## src/rtl/irq_defs.sv

```systemverilog
// -----------------------------------------------------------------------------
// irq_defs -- shared definitions for the interrupt controller.
//
// Contents:
//   IRQ_PEND / IRQ_MASK / IRQ_CAUSE / IRQ_CTRL : register word offsets
//                                                (data address bits [3:2])
//   CTRL_GEN                                    : global-enable bit in CTRL
//   CAUSE_BUSY                                  : busy flag bit in CAUSE
//   irq_state_t (IRQ_IDLE, IRQ_BUSY)            : dispatch FSM states
//   cause_word()                                : packs the CAUSE read value
// -----------------------------------------------------------------------------
package irq_defs;

   localparam logic [1:0] IRQ_PEND  = 2'd0;
   localparam logic [1:0] IRQ_MASK  = 2'd1;
   localparam logic [1:0] IRQ_CAUSE = 2'd2;
   localparam logic [1:0] IRQ_CTRL  = 2'd3;

   localparam int CTRL_GEN   = 0;
   localparam int CAUSE_BUSY = 31;

   typedef enum logic {
      IRQ_IDLE = 1'b0,
      IRQ_BUSY = 1'b1
   } irq_state_t;

   // CAUSE layout: bit 31 = busy, bits [3:0] = id of the serviced source.
   function automatic logic [31:0] cause_word(input logic busy_bit,
                                              input logic [3:0] id);
      logic [31:0] w;
      w             = 32'd0;
      w[CAUSE_BUSY] = busy_bit;
      w[3:0]        = id;
      return w;
   endfunction

endpackage

```

## src/rtl/irq_prio_enc.sv

```systemverilog
// -----------------------------------------------------------------------------
// irq_prio_enc -- combinational fixed-priority encoder, lowest index wins.
//
// Ports:
//   req   in  W   request vector (already masked by the caller)
//   valid out 1   at least one request bit is set
//   id    out 4   index of the lowest set request bit (0 when none)
// -----------------------------------------------------------------------------
module irq_prio_enc #(
   parameter int W = 8
) (
   input  logic [W-1:0] req,
   output logic         valid,
   output logic [3:0]   id
);

   // Scan from the top down so the last hit, i.e. the lowest index, sticks.
   always_comb begin
      valid = 1'b0;
      id    = 4'd0;
      for (int i = W - 1; i >= 0; i--) begin
         if (req[i]) begin
            valid = 1'b1;
            id    = 4'(i);
         end
      end
   end

endmodule

```

## src/rtl/irq_ctrl.sv

```systemverilog
// -----------------------------------------------------------------------------
// irq_ctrl -- memory-mapped interrupt controller feeding CP0's external
// interrupt input.
//
// Rising edges on src_in are latched in PEND. While idle and globally
// enabled, the lowest-index pending-and-unmasked source is dispatched: its id
// goes to CAUSE, its PEND bit is cleared and ir_out pulses for one cycle. The
// controller then stays busy (no further dispatch) until CP0 reports ERET.
//
// Ports:
//   clk        in  1        main clock
//   rst        in  1        asynchronous active-high reset
//   src_in     in  NUM_SRC  peripheral request lines (edge-sensitive, clk-sync)
//   eret       in  1        one-cycle pulse when CP0 executes ERET
//   bus_addr   in  2        register word select
//   bus_we     in  1        write strobe (already chip-select qualified)
//   bus_wdata  in  32       write data
//   bus_rdata  out 32       read data, combinational from bus_addr
//   ir_out     out 1        registered one-cycle request pulse to CP0
//   busy       out 1        a dispatched interrupt is in service
//
// Register map (word offsets):
//   0 PEND  [NUM_SRC-1:0] pending edges, write 1 to clear
//   1 MASK  [NUM_SRC-1:0] 1 enables the source
//   2 CAUSE [31] busy, [3:0] serviced id (read-only)
//   3 CTRL  [0] GEN global enable
// -----------------------------------------------------------------------------
module irq_ctrl
   import irq_defs::*;
#(
   parameter int NUM_SRC = 8
) (
   input  logic               clk,
   input  logic               rst,
   input  logic [NUM_SRC-1:0] src_in,
   input  logic               eret,
   input  logic [1:0]         bus_addr,
   input  logic               bus_we,
   input  logic [31:0]        bus_wdata,
   output logic [31:0]        bus_rdata,
   output logic               ir_out,
   output logic               busy
);

   // ---------------------------------------------------------------------
   // State
   // ---------------------------------------------------------------------
   logic [NUM_SRC-1:0] src_q;
   logic [NUM_SRC-1:0] pend;
   logic [NUM_SRC-1:0] mask;
   logic               gen;
   logic [3:0]         cause_id;
   irq_state_t         state;
   irq_state_t         state_nxt;

   // ---------------------------------------------------------------------
   // Combinational helpers
   // ---------------------------------------------------------------------
   logic [NUM_SRC-1:0] edges;
   logic [NUM_SRC-1:0] req;
   logic [NUM_SRC-1:0] w1c;
   logic [NUM_SRC-1:0] disp_clr;
   logic [NUM_SRC-1:0] pend_nxt;
   logic               win_valid;
   logic [3:0]         win_id;
   logic               dispatch;
   logic               wr_pend;
   logic               wr_mask;
   logic               wr_ctrl;
   logic               wdata_unused;

   // Only the low NUM_SRC bits (and bit 0 for CTRL) of a write carry data.
   assign wdata_unused = ^bus_wdata;

   assign edges = src_in & ~src_q;
   assign req   = pend & mask;

   assign wr_pend = bus_we && (bus_addr == IRQ_PEND);
   assign wr_mask = bus_we && (bus_addr == IRQ_MASK);
   assign wr_ctrl = bus_we && (bus_addr == IRQ_CTRL);

   irq_prio_enc #(
      .W(NUM_SRC)
   ) u_prio_enc (
      .req   (req),
      .valid (win_valid),
      .id    (win_id)
   );

   // ---------------------------------------------------------------------
   // Dispatch FSM, next-state half. The decision looks only at the current
   // MASK/GEN/PEND registers, so a bus write in the same cycle affects the
   // following decision, never this one.
   // ---------------------------------------------------------------------
   always_comb begin
      state_nxt = state;
      dispatch  = 1'b0;
      case (state)
         IRQ_IDLE: begin
            if (gen && win_valid) begin
               dispatch  = 1'b1;
               state_nxt = IRQ_BUSY;
            end
         end
         IRQ_BUSY: begin
            // The pending set is re-evaluated from IDLE on the next edge, so
            // nothing that arrived during service is lost.
            if (eret) begin
               state_nxt = IRQ_IDLE;
            end
         end
         default: begin
            state_nxt = IRQ_IDLE;
         end
      endcase
   end

   // One-hot clear for the dispatched source; built by comparison so the
   // 4-bit id never indexes past a narrow PEND.
   always_comb begin
      disp_clr = '0;
      for (int i = 0; i < NUM_SRC; i++) begin
         disp_clr[i] = dispatch && (win_id == 4'(i));
      end
   end

   assign w1c = wr_pend ? bus_wdata[NUM_SRC-1:0] : '0;

   // Clears first, then new edges OR in, so an edge always survives a
   // same-cycle W1C. An edge on an already-set bit simply leaves it set.
   assign pend_nxt = (pend & ~disp_clr & ~w1c) | edges;

   // ---------------------------------------------------------------------
   // Registers
   // ---------------------------------------------------------------------
   always_ff @(posedge clk or posedge rst) begin
      if (rst) begin
         state    <= IRQ_IDLE;
         src_q    <= '0;
         pend     <= '0;
         mask     <= '0;
         gen      <= 1'b0;
         cause_id <= 4'd0;
         ir_out   <= 1'b0;
      end else begin
         state  <= state_nxt;
         src_q  <= src_in;
         pend   <= pend_nxt;
         ir_out <= dispatch;
         if (wr_mask) begin
            mask <= bus_wdata[NUM_SRC-1:0];
         end
         if (wr_ctrl) begin
            gen <= bus_wdata[CTRL_GEN];
         end
         // CAUSE keeps the last serviced id after returning to IDLE.
         if (dispatch) begin
            cause_id <= win_id;
         end
      end
   end

   assign busy = (state == IRQ_BUSY);

   // ---------------------------------------------------------------------
   // Read mux, zero-latency
   // ---------------------------------------------------------------------
   always_comb begin
      bus_rdata = 32'd0;
      case (bus_addr)
         IRQ_PEND:  bus_rdata[NUM_SRC-1:0] = pend;
         IRQ_MASK:  bus_rdata[NUM_SRC-1:0] = mask;
         IRQ_CAUSE: bus_rdata              = cause_word(busy, cause_id);
         IRQ_CTRL:  bus_rdata[CTRL_GEN]    = gen;
         default:   bus_rdata              = 32'd0;
      endcase
   end

endmodule

```

## config.mk

```make
export PLATFORM = sky130hd
export DESIGN_NAME = irq_ctrl
export DESIGN_NICKNAME = d
export VERILOG_FILES = /design/src/rtl/irq_defs.sv /design/src/rtl/irq_prio_enc.sv /design/src/rtl/irq_ctrl.sv
export SDC_FILE = /design/constraint.sdc
export NUM_CORES = 1
export LEC_CHECK = 0
export ABC_AREA = 0
export CORE_AREA = 2 2 68 70
export DETAILED_ROUTE_END_ITERATION = 16
export DIE_AREA = 0 0 70 72
export PLACE_DENSITY = 0.82
export SLEW_MARGIN = 20
export SYNTH_ARGS = -nofsm -noshare
export SYNTH_HDL_FRONTEND = slang
export SYNTH_SLANG_ARGS = --single-unit
```

## constraint.sdc

```tcl
create_clock -name clk -period 1.8 [get_ports clk]
set_input_delay 0.36 -clock clk [delete_from_list [all_inputs] [get_ports clk]]
set_output_delay 0.36 -clock clk [all_outputs]
set_load 0.005 [all_outputs]
```

### Track usage over the die

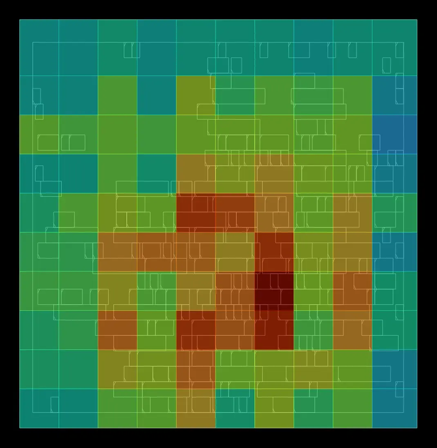
GRT met3 Usage: 3.61%
final standard cell utilization of the core: 49.6%

### Sequential cells grouped by signal name

Other sequential cells in the stronger grey, the rest of the logic in the fainter grey.
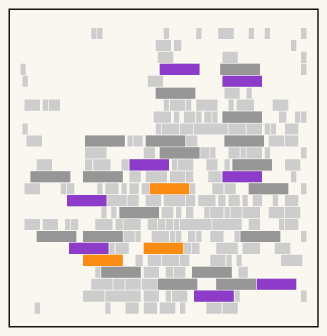
colour	signal	placed flops
orange	cause_id	3
purple	pend	8
not coloured	19

==> git commit body <==
Store results of the implementation flow

- Via Count: 1,275
* Post-place instance area: 0.00201 mm^2
* Net count of the finished layout: 255
- Crit Reg-Reg Endpoint: cause_id[0]
* Number of nets still failing antenna checks after routing: 0
- In the post-route analysis, the smallest setup slack over all paths is 0.0594 ns.
- Total power for the finished layout comes to 2.20 mW.
- The worst hold path terminates at pend[1].
- According to the floorplan report, the placeable core area is 0.00426 mm^2.
- Routability Congestion: 0.863
* Clk buf depth: 2
- Across the routed clock network, the largest skew measured is 0.00429 ns.
- Across the run, the number of max-cap violations was 0.
- Per the Yosys statistics, synthesis produced 161 cells.
* WS Path Type: primary input to output pin
- Worst path required time: 1.44 ns
* Sequential element share of the synthesized area: 45.7%
- Arrival time reported for the critical path endpoint: 1.38 ns
- Peak VDD IR: 436 uV
* Starting DRT DRC Count: 74
* Number of cells on the worst hold path: 1
* Via density: 4.87
- Cells with a size suffix above 1 make up 19.5% of the layout.
* Result of the run: finished, final reports clean
- The worst register-to-register path has a depth of 7.
- The detailed placer reported the number of placed instances as 252.
* Startpoint of the worst register-to-register path: pend[0]
- For this run, the leading register cell type out of synthesis is sky130_fd_sc_hd__dfrtp_1.
- CTS added clock buffers totalling 5.
- Looking at the max-slew report, the worst-margin pin has a slew of 0.489 ns.
- Power density over cell area: 1040 mW/mm^2
- Residual DRC count: 0
- Counting flops with a built-in enable in the synthesized netlist gives 0.
* Highest-count logic cell in the final layout: sky130_fd_sc_hd__dfrtp_1
- Final setup violating endpoints: 0
* Placement-stage worst setup slack: -0.517 ns
- In this run the most critical hold path is launched from src_q[1].
* Final global-route overflow total: 0
- The first global-routing pass estimated 5.73 mm of wire.
* Pin count of the biggest net entering global routing: 31
- The tool warning count for the run is 51.
- Pleak: 0.993 nW
- In this run the count of I/O pins placed on the die edge is 80.
* GRT Total Usage: 14.9%
- According to the floorplan report, the die width is 70 um.
- The number of antenna violations at the first check in global routing is 0.
- Slack of the worst reg-to-reg path: 0.16 ns
- For this design, the sink count on the clock tree is 30.
- Avg WL per Cell: 13.5 um
- Area of the die: 0.00504 mm^2
- Pins over their slew limit in the final report were tallied at 0.
* H-Tree Level Count: 2
* Final Hold Violating Endpoints: 0
- Standard-cell row count: 24
* Max-slew headroom: 66.5%
- TritonCTS clock tree: done
* Number of distinct library cells after synthesis: 37
- Count of mapped cells out of synthesis: 161
- Fmax: 0.575 GHz
- Chip area estimate from yosys synthesis: 0.00164 mm^2
* Crit path launch type: primary input
* Chip Height: 72 um
* Filler-free cell count of the finished design: 262
* Initial cell density of the core: 38.5%
- STA classifies the critical path endpoint as an output pin.
- Total negative slack for setup checks: 0 ns
* Flops out of synthesis: 30
- After synthesis, the share of flip-flops with an asynchronous set or reset is 100%.
- Averaged over all synthesized cells, the footprint is 10.2 um^2.
* Min-Delay Path Class: flip-flop to flip-flop
- Layout overhead on the synthesized area: 29.0%
- For this block, the routed nets add up to 3.53 mm of wire.
- Clock root buffer: sky130_fd_sc_hd__clkbuf_8
- The tightest hold path in the finished design has a slack of 0.412 ns.
* Clock-pin slew on the worst setup and hold paths: 0.06 ns
* Period Utilization, post-route: 96.7%
- Area of the mapped netlist: 0.00164 mm^2
* Most common logic cells in the final layout: 30 x sky130_fd_sc_hd__dfrtp_1, 23 x sky130_fd_sc_hd__nand2_1, 23 x sky130_fd_sc_hd__conb_1
- Buffers added on ports: 32
* Design area: 0.00212 mm^2
- The routed design could run at a clock period as short as 1.74 ns.
- The first TritonRoute pass finished after 4 iterations.
* Skew-Pair Late Insertion Delay: 0.29 ns
- Detailed placer's ending HPWL: 2.69 mm
- Antenna Diode Count: 0
- The number of global-route vias before repair is 1,261.
- Critical path peak fanout: 5
- Number of warnings issued by yosys: 0
* RSZ-0062 raised after global routing: false
## registers in the layout, indices dropped and copies added, names as in the netlist
register	flops
mask	8
pend	8
src_q	8
cause_id	3
busy	1
gen	1
ir_out	1
## synth_stat cells (2+ instances only)
| master | instances | area (um^2) |
|---|---|---|
| sky130_fd_sc_hd__o22ai_1 | 2 | 12.5 |
| sky130_fd_sc_hd__mux2i_1 | 7 | 70.1 |
| sky130_fd_sc_hd__mux2_2 | 9 | 101 |
| sky130_fd_sc_hd__a32o_1 | 3 | 30.0 |
| sky130_fd_sc_hd__a21oi_1 | 4 | 20.0 |
| sky130_fd_sc_hd__o21ai_0 | 7 | 35.0 |
| sky130_fd_sc_hd__inv_1 | 11 | 41.3 |
| sky130_fd_sc_hd__a32oi_1 | 2 | 17.5 |
| sky130_fd_sc_hd__nor2b_1 | 2 | 12.5 |
| sky130_fd_sc_hd__nand3_1 | 4 | 20.0 |
| sky130_fd_sc_hd__nand2_1 | 23 | 86.3 |
| sky130_fd_sc_hd__and2_1 | 2 | 12.5 |
| sky130_fd_sc_hd__buf_4 | 23 | 173 |
| sky130_fd_sc_hd__nor2_1 | 7 | 26.3 |
| sky130_fd_sc_hd__a21boi_0 | 2 | 15.0 |
| sky130_fd_sc_hd__a22oi_1 | 2 | 15.0 |
| sky130_fd_sc_hd__dfrtp_1 | 30 | 751 |
| sky130_fd_sc_hd__nand2b_1 | 2 | 12.5 |
## per-layer routing
metal	up-vias	track usage (%)	part of all wire [%]
li1	608	-	-
met1	615	17.4	42
met2	42	24.7	50
met3	10	3.61	5.1
met4	0	9.62	3.4
met5	-	0	0
## worst max path at each step
stage,startpoint,endpoint,slack [ns],cells past startpoint
floorplan,pend[3],pend[7],0.45,4
global placement,bus_addr[0],bus_rdata[1],-0.47,5
detailed placement,bus_addr[0],bus_rdata[2],-0.52,6
CTS,bus_addr[0],bus_rdata[4],-0.04,6
global route,bus_addr[0],bus_rdata[6],0.0004,6
finish,bus_addr[0],bus_rdata[31],0.06,6
## cell type report
class | instances | area (um^2)
Sequential cell | 30 | 751
Tap cell | 52 | 65.1
Multi-Input combinational cell | 116 | 753
Timing Repair Buffer | 45 | 415
Fill cell | 404 | 2150
Clock buffer | 7 | 86.3
Inverter | 11 | 41.3
Clock inverter | 1 | 5.00
## where the power goes
part	total (mW)	internal [mW]	switching [mW]
sequential	0.939	0.815	0.124
combinational	0.710	0.368	0.343
clock	0.550	0.307	0.243
total	2.20	1.49	0.709
## logic make-up after synthesis
group	share of synthesized area, %
compound gates	14.5
buf+inv	14.3
flops	45.7
mux	11.8
other cells	0.228
simple gates	13.5
## worst max-delay path, cell delays in order
cell and delay [ns]:
sky130_fd_sc_hd__dlygate4sd2_1 0.27, sky130_fd_sc_hd__buf_6 0.13, sky130_fd_sc_hd__buf_4 0.16, sky130_fd_sc_hd__nor2b_4 0.13, sky130_fd_sc_hd__and2_1 0.13, sky130_fd_sc_hd__clkdlybuf4s15_1 0.20
## timing repair
action                     in CTS  in global routing
hold buffers                    0                  0
gates cloned                    0                  0
gates resized                  26                  4
pin swaps                       1                  1
buffers inserted                2                  0
setup endpoints to repair       9                  4
Power and IR drop assume default switching activity.
